`config.mk`:
```
export PLATFORM = sky130hd
export DESIGN_NAME = mac_preact
export DESIGN_NICKNAME = d
export VERILOG_FILES = /design/src/rtl/mac_preact_pkg.sv /design/src/rtl/mac_preact_sat_round.sv /design/src/rtl/mac_preact.sv
export SDC_FILE = /design/constraint.sdc
export NUM_CORES = 1
export LEC_CHECK = 0
export ABC_AREA = 0
export CAP_MARGIN = 20
export CORE_UTILIZATION = 45
export CTS_CLUSTER_SIZE = 10
export DETAILED_ROUTE_END_ITERATION = 10
export SLEW_MARGIN = 20
export SYNTH_ARGS = -nofsm -noshare
export SYNTH_HDL_FRONTEND = slang
export SYNTH_SLANG_ARGS = --single-unit
```
`constraint.sdc`:
```
create_clock -name clk -period 8.3 [get_ports clk]
set_clock_uncertainty 0.2 [all_clocks]
set_input_delay 2.075 -clock clk [delete_from_list [all_inputs] [get_ports clk]]
set_output_delay 2.075 -clock clk [all_outputs]
set_load 0.01 [all_outputs]
```
`src/rtl/mac_preact_pkg.sv`:
```
// Shared constants and FSM encoding for the activation pipeline
// (the MAC pre-activation stage and the stages downstream of it).
package mac_preact_pkg;

    localparam int ACC_W        = 40;
    localparam int DATA_W       = 16;
    localparam int PROD_W       = 32;
    localparam int FRAC_DEFAULT = 8;

    typedef enum logic [1:0] {
        IDLE  = 2'd0,
        ACCUM = 2'd1,
        DRAIN = 2'd2,
        OUT   = 2'd3
    } state_t;

endpackage

```
`src/rtl/mac_preact_sat_round.sv`:
```
// Round-half-up, arithmetic right shift by FRAC, then clip to a signed OUT_W result.
// Purely combinational so any activation stage can register its output as it likes.
module sat_round
    import mac_preact_pkg::*;
#(
    parameter int FRAC  = FRAC_DEFAULT,
    parameter int IN_W  = ACC_W,
    parameter int OUT_W = DATA_W
) (
    input  logic [IN_W-1:0]  i_sum,
    output logic [OUT_W-1:0] o_y,
    output logic             o_sat
);

    localparam logic signed [IN_W-1:0] MAX_V = {{(IN_W-OUT_W+1){1'b0}}, {(OUT_W-1){1'b1}}};
    localparam logic signed [IN_W-1:0] MIN_V = {{(IN_W-OUT_W+1){1'b1}}, {(OUT_W-1){1'b0}}};

    logic signed [IN_W-1:0] w_rounded;
    logic signed [IN_W-1:0] w_shifted;

    // With no fractional bits there is nothing to round away.
    generate
        if (FRAC > 0) begin : g_rnd
            localparam logic [IN_W-1:0] RND = {{(IN_W-1){1'b0}}, 1'b1} << (FRAC - 1);
            assign w_rounded = $signed(i_sum + RND);
        end else begin : g_nornd
            assign w_rounded = $signed(i_sum);
        end
    endgenerate

    assign w_shifted = w_rounded >>> FRAC;

    always_comb begin
        o_y   = w_shifted[OUT_W-1:0];
        o_sat = 1'b0;
        if (w_shifted > MAX_V) begin
            o_y   = MAX_V[OUT_W-1:0];
            o_sat = 1'b1;
        end else if (w_shifted < MIN_V) begin
            o_y   = MIN_V[OUT_W-1:0];
            o_sat = 1'b1;
        end
    end

endmodule

```
`src/rtl/mac_preact.sv`:
```
// Streaming Q8.8 dot product plus bias, one pipelined product per beat,
// rounded and saturated to Q8.8 with a one-cycle result latency.
module mac_preact
    import mac_preact_pkg::*;
#(
    parameter int MAX_TERMS = 64,
    parameter int FRAC      = FRAC_DEFAULT
) (
    input  logic              clk,
    input  logic              rst,
    input  logic              in_valid,
    output logic              in_ready,
    input  logic [DATA_W-1:0] in_x,
    input  logic [DATA_W-1:0] in_w,
    input  logic              in_last,
    input  logic [DATA_W-1:0] bias,
    output logic              out_valid,
    input  logic              out_ready,
    output logic [DATA_W-1:0] out_y,
    output logic              out_sat,
    output logic              out_len_err
);

    localparam int CNT_W = $clog2(MAX_TERMS + 1);

    state_t              r_state;
    state_t              w_state_next;
    logic [PROD_W-1:0]   r_prod;
    logic                r_prod_v;
    logic [ACC_W-1:0]    r_acc;
    logic [CNT_W-1:0]    r_cnt;
    logic                r_trunc;

    logic                w_accept;
    logic signed [PROD_W-1:0] w_prod;
    logic [CNT_W-1:0]    w_cnt_new;
    logic                w_hit_max;
    logic                w_end;
    logic [ACC_W-1:0]    w_bias_acc;
    logic [ACC_W-1:0]    w_prod_ext;
    logic [ACC_W-1:0]    w_sum;
    logic [DATA_W-1:0]   w_y;
    logic                w_sat;

    assign w_accept   = in_valid & in_ready;
    assign w_prod     = $signed(in_x) * $signed(in_w);
    assign w_cnt_new  = (r_state == IDLE) ? CNT_W'(1) : r_cnt + CNT_W'(1);
    assign w_hit_max  = (w_cnt_new == CNT_W'(MAX_TERMS));
    assign w_end      = in_last | w_hit_max;
    assign w_bias_acc = {{(ACC_W-DATA_W){bias[DATA_W-1]}}, bias} << FRAC;
    assign w_prod_ext = {{(ACC_W-PROD_W){r_prod[PROD_W-1]}}, r_prod};
    // The last product is still in flight when DRAIN is entered.
    assign w_sum      = r_acc + w_prod_ext;

    sat_round #(
        .FRAC  (FRAC),
        .IN_W  (ACC_W),
        .OUT_W (DATA_W)
    ) u_sat_round (
        .i_sum (w_sum),
        .o_y   (w_y),
        .o_sat (w_sat)
    );

    always_ff @(posedge clk) begin
        if (rst) begin
            r_state <= IDLE;
        end else begin
            r_state <= w_state_next;
        end
    end

    always_comb begin
        w_state_next = r_state;
        in_ready     = 1'b0;
        case (r_state)
            IDLE: begin
                in_ready = 1'b1;
                if (w_accept) begin
                    w_state_next = w_end ? DRAIN : ACCUM;
                end
            end
            ACCUM: begin
                in_ready = 1'b1;
                if (w_accept && w_end) begin
                    w_state_next = DRAIN;
                end
            end
            DRAIN: begin
                w_state_next = OUT;
            end
            OUT: begin
                if (out_ready) begin
                    w_state_next = IDLE;
                end
            end
            default: begin
                w_state_next = IDLE;
            end
        endcase
    end

    always_ff @(posedge clk) begin
        if (rst) begin
            r_prod      <= '0;
            r_prod_v    <= 1'b0;
            r_acc       <= '0;
            r_cnt       <= '0;
            r_trunc     <= 1'b0;
            out_valid   <= 1'b0;
            out_y       <= '0;
            out_sat     <= 1'b0;
            out_len_err <= 1'b0;
        end else begin
            case (r_state)
                IDLE: begin
                    if (w_accept) begin
                        r_acc    <= w_bias_acc;
                        r_prod   <= w_prod;
                        r_prod_v <= 1'b1;
                        r_cnt    <= w_cnt_new;
                        r_trunc  <= ~in_last & w_hit_max;
                    end
                end
                ACCUM: begin
                    if (r_prod_v) begin
                        r_acc <= w_sum;
                    end
                    if (w_accept) begin
                        r_prod   <= w_prod;
                        r_prod_v <= 1'b1;
                        r_cnt    <= w_cnt_new;
                        if (!in_last && w_hit_max) begin
                            r_trunc <= 1'b1;
                        end
                    end else begin
                        r_prod_v <= 1'b0;
                    end
                end
                DRAIN: begin
                    out_y       <= w_y;
                    out_sat     <= w_sat;
                    out_len_err <= r_trunc;
                    out_valid   <= 1'b1;
                    r_prod_v    <= 1'b0;
                end
                OUT: begin
                    if (out_ready) begin
                        out_valid <= 1'b0;
                    end
                end
                default: begin
                    out_valid <= 1'b0;
                end
            endcase
        end
    end

endmodule

```
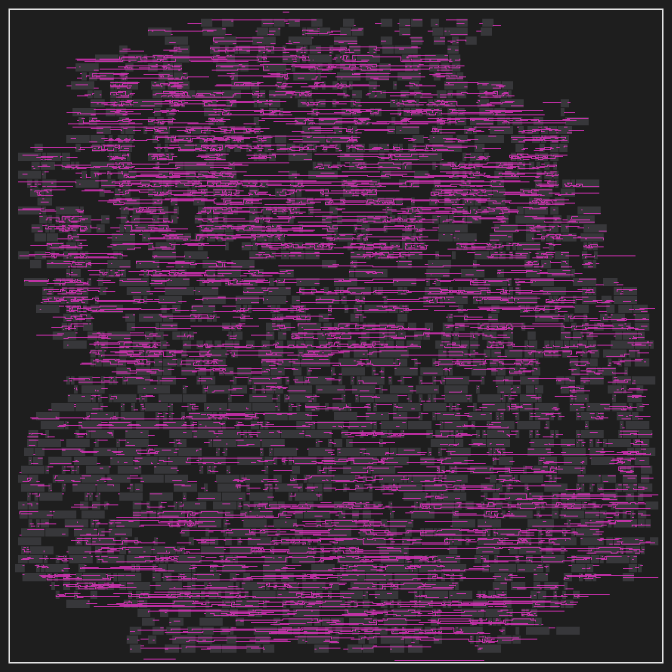
*Metal 1, run 1*
Cells faint in the background.
The layer holds 45% of the routed length. 2525 nets have wire on it. The wires run mostly horizontal.
via count: 14660
drt total wl: 43200 um
routing usage on met1: 30.7%

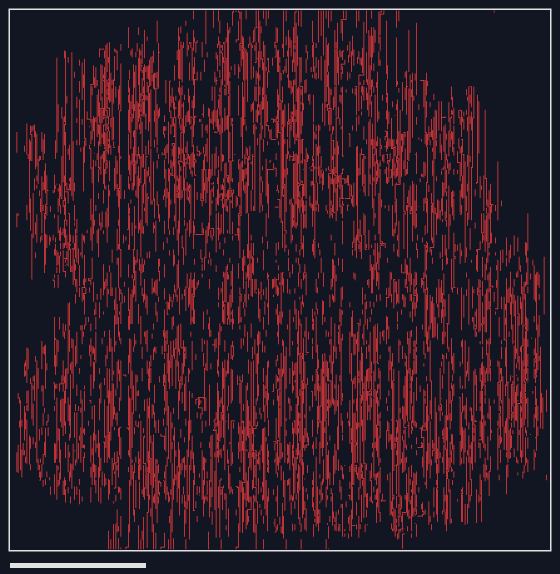
*M2 wires, run 1*
Scale bar: 50 um.
2351 nets have wire on it. The longest straight run is 52.7 um. The wires run mostly vertical. The layer holds 51% of the routed length. The layer carries 22.0 mm of wire.

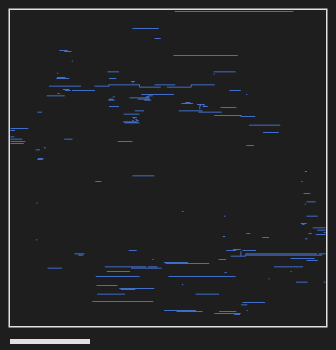
*The metal 3 layer, run 1*
Scale bar: 50 um.
The wires run mostly horizontal. The longest straight run is 74.3 um. 104 nets have wire on it. The layer carries 1260 um of wire.
GRT met3 Usage: 2.01%

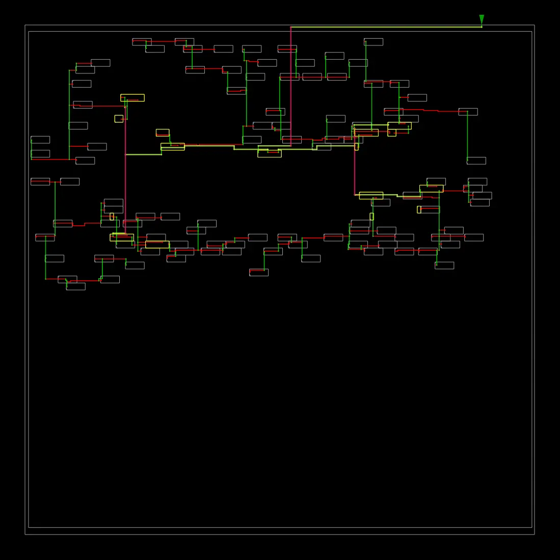
*Clock routing, run 1*
clock buffer count: 14
CTS Sinks: 102
CTS Buf Count: 9
clk latency late pin: 350 ps

==> flow_summary_export.csv, run 1 <==
group,metric,value,unit
status,outcome,"completed",
layout,mostFrequentLayoutCells,"inv_1 (344), fa_1 (250), nand2_1 (229)",
synth,area_leaders,"fa_1 (30%), dfxtp_1 (12%), ha_1 (9.2%), inv_1 (7.5%), nand2_1 (5.0%)",
layout,final-clk-cell-share,1.33,%
layout,fillCellCount,3627,
layout,nNetsFinal,2703,
grt,grt_start_max_net_pins,64,
clocking,cts-root-buf,"clkbuf_16",
placed_design,postPlaceCellArea,0.0197,mm2
placed_design,dpl.cell_count,2742,
detailed_routing,wl_per_cell,15.6,um
grt,grt-ovfl-total,0,
detailed_routing,drt_iter0_drc,780,
synth,ys_area,0.0174,mm2
placed_design,post-dp-hpwl,35300,um
setup_path,crit_buf_inv,7,
die,ioPinCount,73,
synth,mux_area_share,0.757,%
run,maxCapViolCount,0,
worst_hold_path,hp-class,"register to register",
setup_path,cp_num_cells,24,
layout,flops,102,
clocking,hold_buffers,0,
sta,hold_viol,0,
synth,synth_simple_gate_area_share,18.9,%
grt,grt_pass1_vias,15446,
grt,met2_usage,41.8,%
setup_path,crit_end,"r_prod[31]",
layout,comb_area_share,67.9,%
sta,setup_tns,0,ps
layout,inverters,350,
setup_path,ff2ff_path_depth,16,
synth,common_cells,"inv_1 (348), fa_1 (263), nand2_1 (230)",
synth,ys_async_sr_fraction,0,%
synth,ys_warn_count,0,
setup_path,crit_path_end_kind,"register",
synth,netlist_area,0.0174,mm2
detailed_routing,drc_errors,0,
synth,edf_count,0,
layout,fin_area,0.0205,mm2
detailed_routing,first_pass_iters,5,
die,taps,511,
layout,final_cells,2776,
layout,buf_share,11.2,%
clocking,cts.htree.levels,3,
setup_path,worstPathCellList,"clkdlybuf4s50_1 -> buf_6 -> buf_4 -> nand2_1 -> fa_1 -> fa_1 -> fa_1 -> inv_1 -> fa_1 -> fa_1 -> inv_1 -> fa_1 -> inv_1 -> ha_1 -> buf_4 -> or2_2 -> a21oi_2 -> nor2_2 -> a21oi_2 -> or2_2 -> a311oi_2 -> a21oi_1 -> nand4b_1 -> a31oi_1",
die,chip_area,0.0393,mm2
die,dieHeight,198,um
clocking,post_cts_buffers,11,
synth,ys_seq_share,11.8,%
layout,largestRegisters,"r_acc: 40 flops, r_prod: 32 flops, out_y: 16 flops",
run,warnings,31,
sta,max_slew_margin,35.1,%
layout,largest_register_ffs,40,
detailed_routing,top_layer_used,"met4",
synth,xor_area_share,3.88,%
placed_design,gp_congestion,0.880,
setup_path,cp_top_family,"adder cells",
setup_path,r2r_setup_slack,2430,ps
synth,syn_area_per_cell,8.34,um2
synth,syn-num-nets,2523,
synth,largest_area_cell,"fa_1",
setup_path,critPathLaunchType,"input pin",
synth,synth_dominant_cell_count,"inv_1",
==> run 2, diff against run 1 <==
--- a/config.mk
+++ b/config.mk
@@ -5,7 +5,6 @@
 export SDC_FILE = /design/constraint.sdc
 export NUM_CORES = 1
 export LEC_CHECK = 0
-export ABC_AREA = 0
 export CAP_MARGIN = 20
 export CORE_UTILIZATION = 45
 export CTS_CLUSTER_SIZE = 10
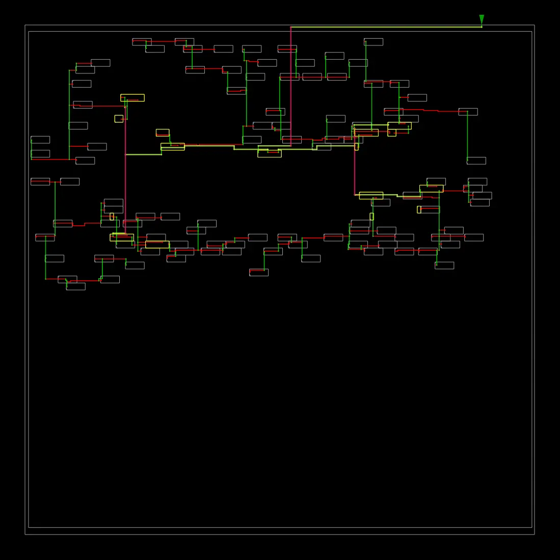
*Clock routing, run 2*
sequential cells: 102

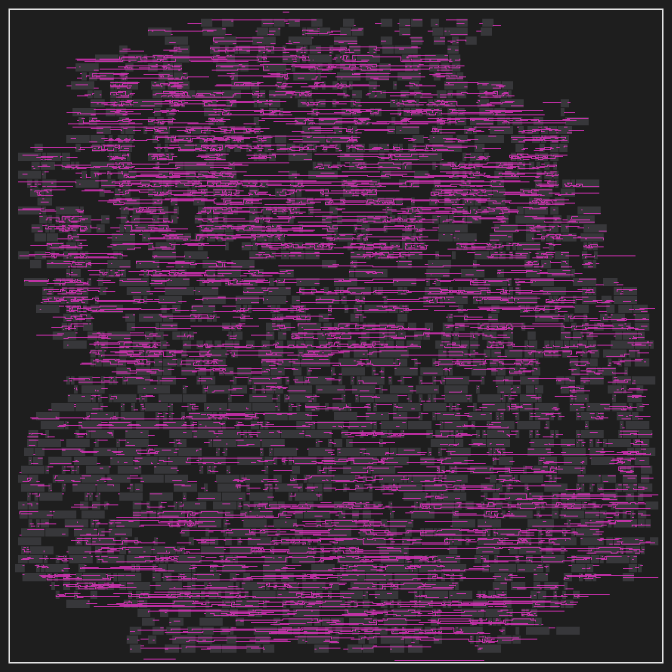
*Metal 1, run 2*
Cells faint in the background.

==> run 2 against run 1 <==
Effect of this change:
- wire length did not move
- worst hold slack stayed put
- flip-flop count did not move
- final cell count stayed put
- clock-buffer cell count stayed put
- sequential share of layout area is the same
- register-to-register slack barely moved
==> flow_summary_export.csv, run 2 <==
group,metric,value,unit
status,outcome,"completed",
layout,mostFrequentLayoutCells,"inv_1 (344), fa_1 (250), nand2_1 (229)",
layout,clockBufferCount,14,
synth,edf_count,0,
placed_design,gp_congestion,0.880,
die,taps,511,
setup_path,critPathLaunchType,"input pin",
run,maxCapViolCount,0,
synth,mux_area_share,0.757,%
die,chip_area,0.0393,mm2
synth,ys_async_sr_fraction,0,%
synth,ys_area,0.0174,mm2
grt,grt_util_met1,30.7,%
clocking,cts_sinks,102,
layout,fillCellCount,3627,
detailed_routing,top_layer_used,"met4",
setup_path,r2r_setup_slack,2430,ps
synth,netlist_area,0.0174,mm2
detailed_routing,wl_per_cell,15.6,um
setup_path,worstPathCellList,"clkdlybuf4s50_1 -> buf_6 -> buf_4 -> nand2_1 -> fa_1 -> fa_1 -> fa_1 -> inv_1 -> fa_1 -> fa_1 -> inv_1 -> fa_1 -> inv_1 -> ha_1 -> buf_4 -> or2_2 -> a21oi_2 -> nor2_2 -> a21oi_2 -> or2_2 -> a311oi_2 -> a21oi_1 -> nand4b_1 -> a31oi_1",
synth,synth_dominant_cell_count,"inv_1",
clocking,cts_buffers,9,
die,core_area,0.0378,mm2
synth,xor_area_share,3.88,%
layout,final_cells,2776,
layout,comb.multi_input.count,1542,
synth,syn_area_per_cell,8.34,um2
synth,ys_seq_share,11.8,%
grt,met2_usage,41.8,%
clocking,post_cts_buffers,11,
worst_hold_path,hp-class,"register to register",
detailed_routing,wl,43200,um
grt,grt_start_max_net_pins,64,
die,ioPinCount,73,
setup_path,crit_buf_inv,7,
synth,common_cells,"inv_1 (348), fa_1 (263), nand2_1 (230)",
layout,final-clk-cell-share,1.33,%
detailed_routing,drt_iter0_drc,780,
placed_design,postPlaceCellArea,0.0197,mm2
setup_path,critPathSlowestCell,"fa_1",
layout,largestRegisters,"r_acc: 40 flops, r_prod: 32 flops, out_y: 16 flops",
detailed_routing,final_antenna_net_count,0,
synth,syn-num-nets,2523,
setup_path,crit_path_end_kind,"register",
layout,antennaDiodeCount,0,
grt,grt_use_met3,2.01,%
placed_design,post-dp-hpwl,35300,um
setup_path,crit_end,"r_prod[31]",
synth,synth_simple_gate_area_share,18.9,%
grt,grt-ovfl-total,0,
setup_path,ff2ff_path_depth,16,
layout,inverters,350,
run,warnings,31,
clocking,cts-root-buf,"clkbuf_16",
layout,fin_area,0.0205,mm2
synth,ys_warn_count,0,
synth,area_leaders,"fa_1 (30%), dfxtp_1 (12%), ha_1 (9.2%), inv_1 (7.5%), nand2_1 (5.0%)",
layout,largest_register_ffs,40,
sta,max_slew_margin,35.1,%
clocking,hold_buffers,0,
detailed_routing,drc_errors,0,
layout,nNetsFinal,2703,
grt,grt_pass1_vias,15446,
setup_path,cp_num_cells,24,
detailed_routing,num_vias,14660,
sta,hold_viol,0,
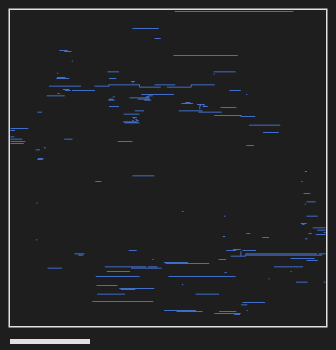
*The metal 3 layer, run 2*
Scale bar: 50 um.
The layer holds 2.9% of the routed length. The longest straight run is 74.3 um. 104 nets have wire on it. The layer carries 1260 um of wire.

### M2 wires, run 2

Scale bar: 50 um.
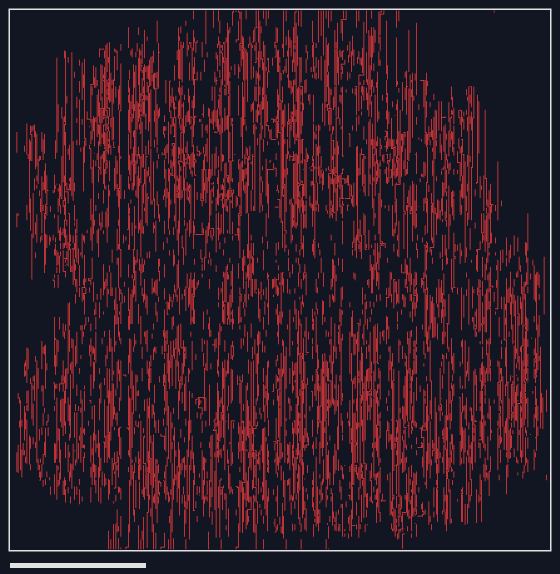

==> run 3, diff against run 2 <==
--- a/config.mk
+++ b/config.mk
@@ -5,7 +5,8 @@
 export SDC_FILE = /design/constraint.sdc
 export NUM_CORES = 1
 export LEC_CHECK = 0
-export CAP_MARGIN = 20
+export CAP_MARGIN = 5
+export CORE_MARGIN = 2
 export CORE_UTILIZATION = 45
 export CTS_CLUSTER_SIZE = 10
 export DETAILED_ROUTE_END_ITERATION = 10
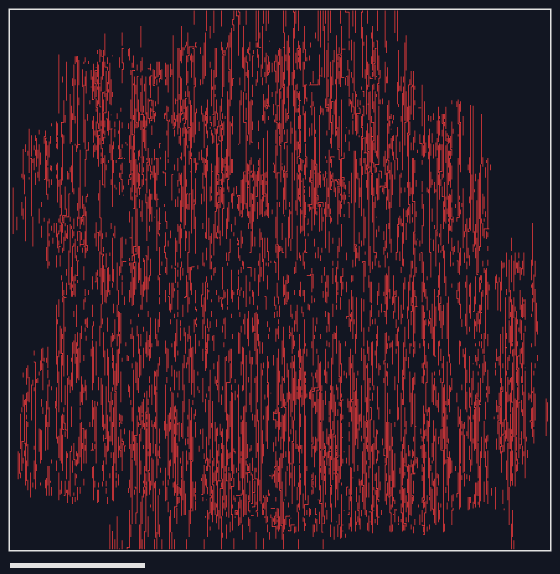
*M2 wires, run 3*
Scale bar: 50 um.
The layer carries 21.8 mm of wire. The longest straight run is 52.0 um. 2338 nets have wire on it.
via count: 14654
drt total wl: 43400 um
M2 GR Usage: 40.7%

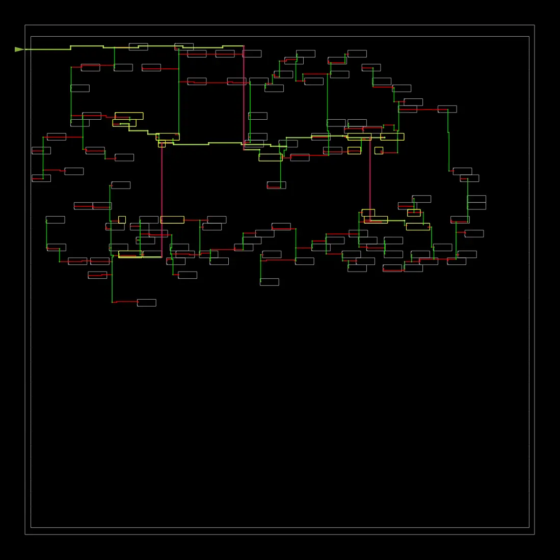
*Clock routing, run 3*
clock buffer count: 12
clk latency late pin: 360 ps

==> run 3 against run 2 <==
Effect of this change:
- register-to-register slack better by 130 ps
- fmax is 1.0% lower
- final cell count is 0.22% lower
- first-iteration DRC count is 5.1% lower
- sequential share of layout area hardly changed
- die size is 2.0% higher
- flip-flop count stayed put
- critical path depth is 1 lower
- via count hardly changed
- non-clock buffer count is 6 lower
- highest routed layer unchanged
==> flow_summary_export.csv, run 3 <==
group,metric,value,unit
grt,grt_start_max_net_pins,75,
setup_path,worstPathCellList,"clkdlybuf4s50_1 -> buf_4 -> nand2_1 -> fa_1 -> fa_1 -> fa_1 -> inv_1 -> fa_1 -> fa_1 -> inv_1 -> fa_1 -> inv_1 -> ha_1 -> buf_4 -> or2_2 -> a21oi_4 -> nor2_2 -> a21oi_2 -> or2_4 -> a311oi_4 -> buf_4 -> xnor2_1 -> a211oi_1",
setup_path,crit_buf_inv,7,
synth,common_cells,"inv_1 (348), fa_1 (263), nand2_1 (230)",
placed_design,post-dp-hpwl,35800,um
layout,nNetsFinal,2697,
layout,largestRegisters,"r_acc: 40 flops, r_prod: 32 flops, out_y: 16 flops",
synth,xor_area_share,3.88,%
layout,final-clk-cell-share,1.57,%
synth,ys_area,0.0174,mm2
layout,largest_register_ffs,40,
setup_path,r2r-start,"r_prod[0]",
layout,inverters,350,
synth,synth_dominant_cell_count,"inv_1",
detailed_routing,drt_iter0_drc,740,
synth,netlist_area,0.0174,mm2
sta,hold_viol,0,
clocking,cts_buffers,9,
setup_path,cp_top_family,"adder cells",
layout,seq_area_share,10.0,%
placed_design,postPlaceCellArea,0.0197,mm2
detailed_routing,drc_errors,0,
run,warnings,30,
sta,post-route-min-period,8110,ps
setup_path,crit_end,"r_prod[29]",
clocking,post_cts_buffers,2,
clocking,hold_buffers,0,
clocking,cts-root-buf,"clkbuf_16",
layout,mostFrequentLayoutCells,"inv_1 (344), fa_1 (258), nand2_1 (228)",
layout,final_cells,2770,
layout,fillCellCount,3652,
grt,grt_util_met1,29.2,%
placed_design,port_buffers,72,
synth,ys_async_sr_fraction,0,%
synth,synth_simple_gate_area_share,18.9,%
status,outcome,"completed",
synth,ys_seq_share,11.8,%
placed_design,gp_congestion,0.913,
detailed_routing,final_antenna_net_count,0,
clocking,post_cts_resized,30,
worst_hold_path,hp-class,"register to register",
sta,max_slew_margin,27.9,%
detailed_routing,top_layer_used,"met4",
synth,syn-num-nets,2523,
layout,comb.multi_input.count,1542,
clocking,cts_sinks,102,
setup_path,r2r_setup_slack,2560,ps
die,chip_area,0.0401,mm2
grt,grt-ovfl-total,0,
synth,largest_area_cell,"fa_1",
layout,largest_class,"logic gates",
die,core_area,0.0378,mm2
setup_path,critPathSlowestCell,"clkdlybuf4s50_1",
setup_path,ff2ff_path_depth,16,
setup_path,critPathLaunchType,"input pin",
synth,syn_area_per_cell,8.34,um2
setup_path,crit_path_end_kind,"register",
synth,area_leaders,"fa_1 (30%), dfxtp_1 (12%), ha_1 (9.2%), inv_1 (7.5%), nand2_1 (5.0%)",
layout,antennaDiodeCount,0,
grt,grt_use_met3,2.62,%
die,ioPinCount,73,
die,fp_util,45.8,%
layout,fin_area,0.0204,mm2
synth,ys_warn_count,0,
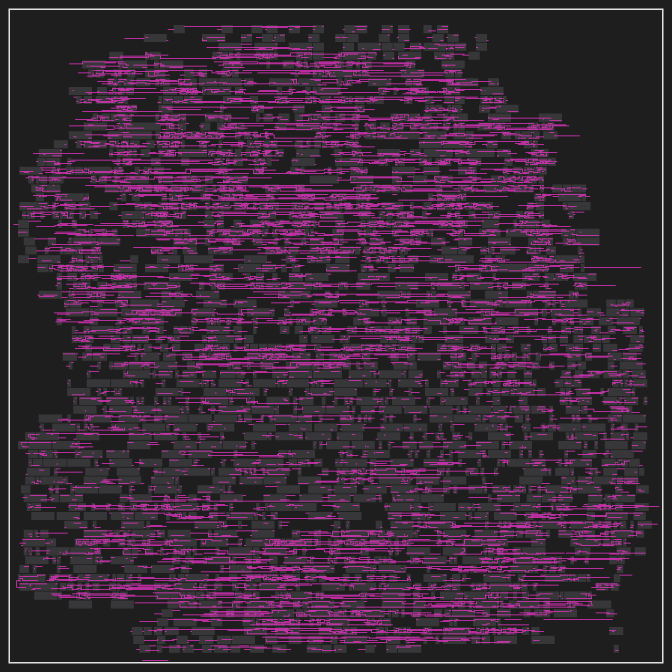
*Metal 1, run 3*
Cells faint in the background.
The layer holds 44% of the routed length. 2515 nets have wire on it. The layer carries 19000 um of wire. The wires run mostly horizontal. The longest straight run is 75.9 um.

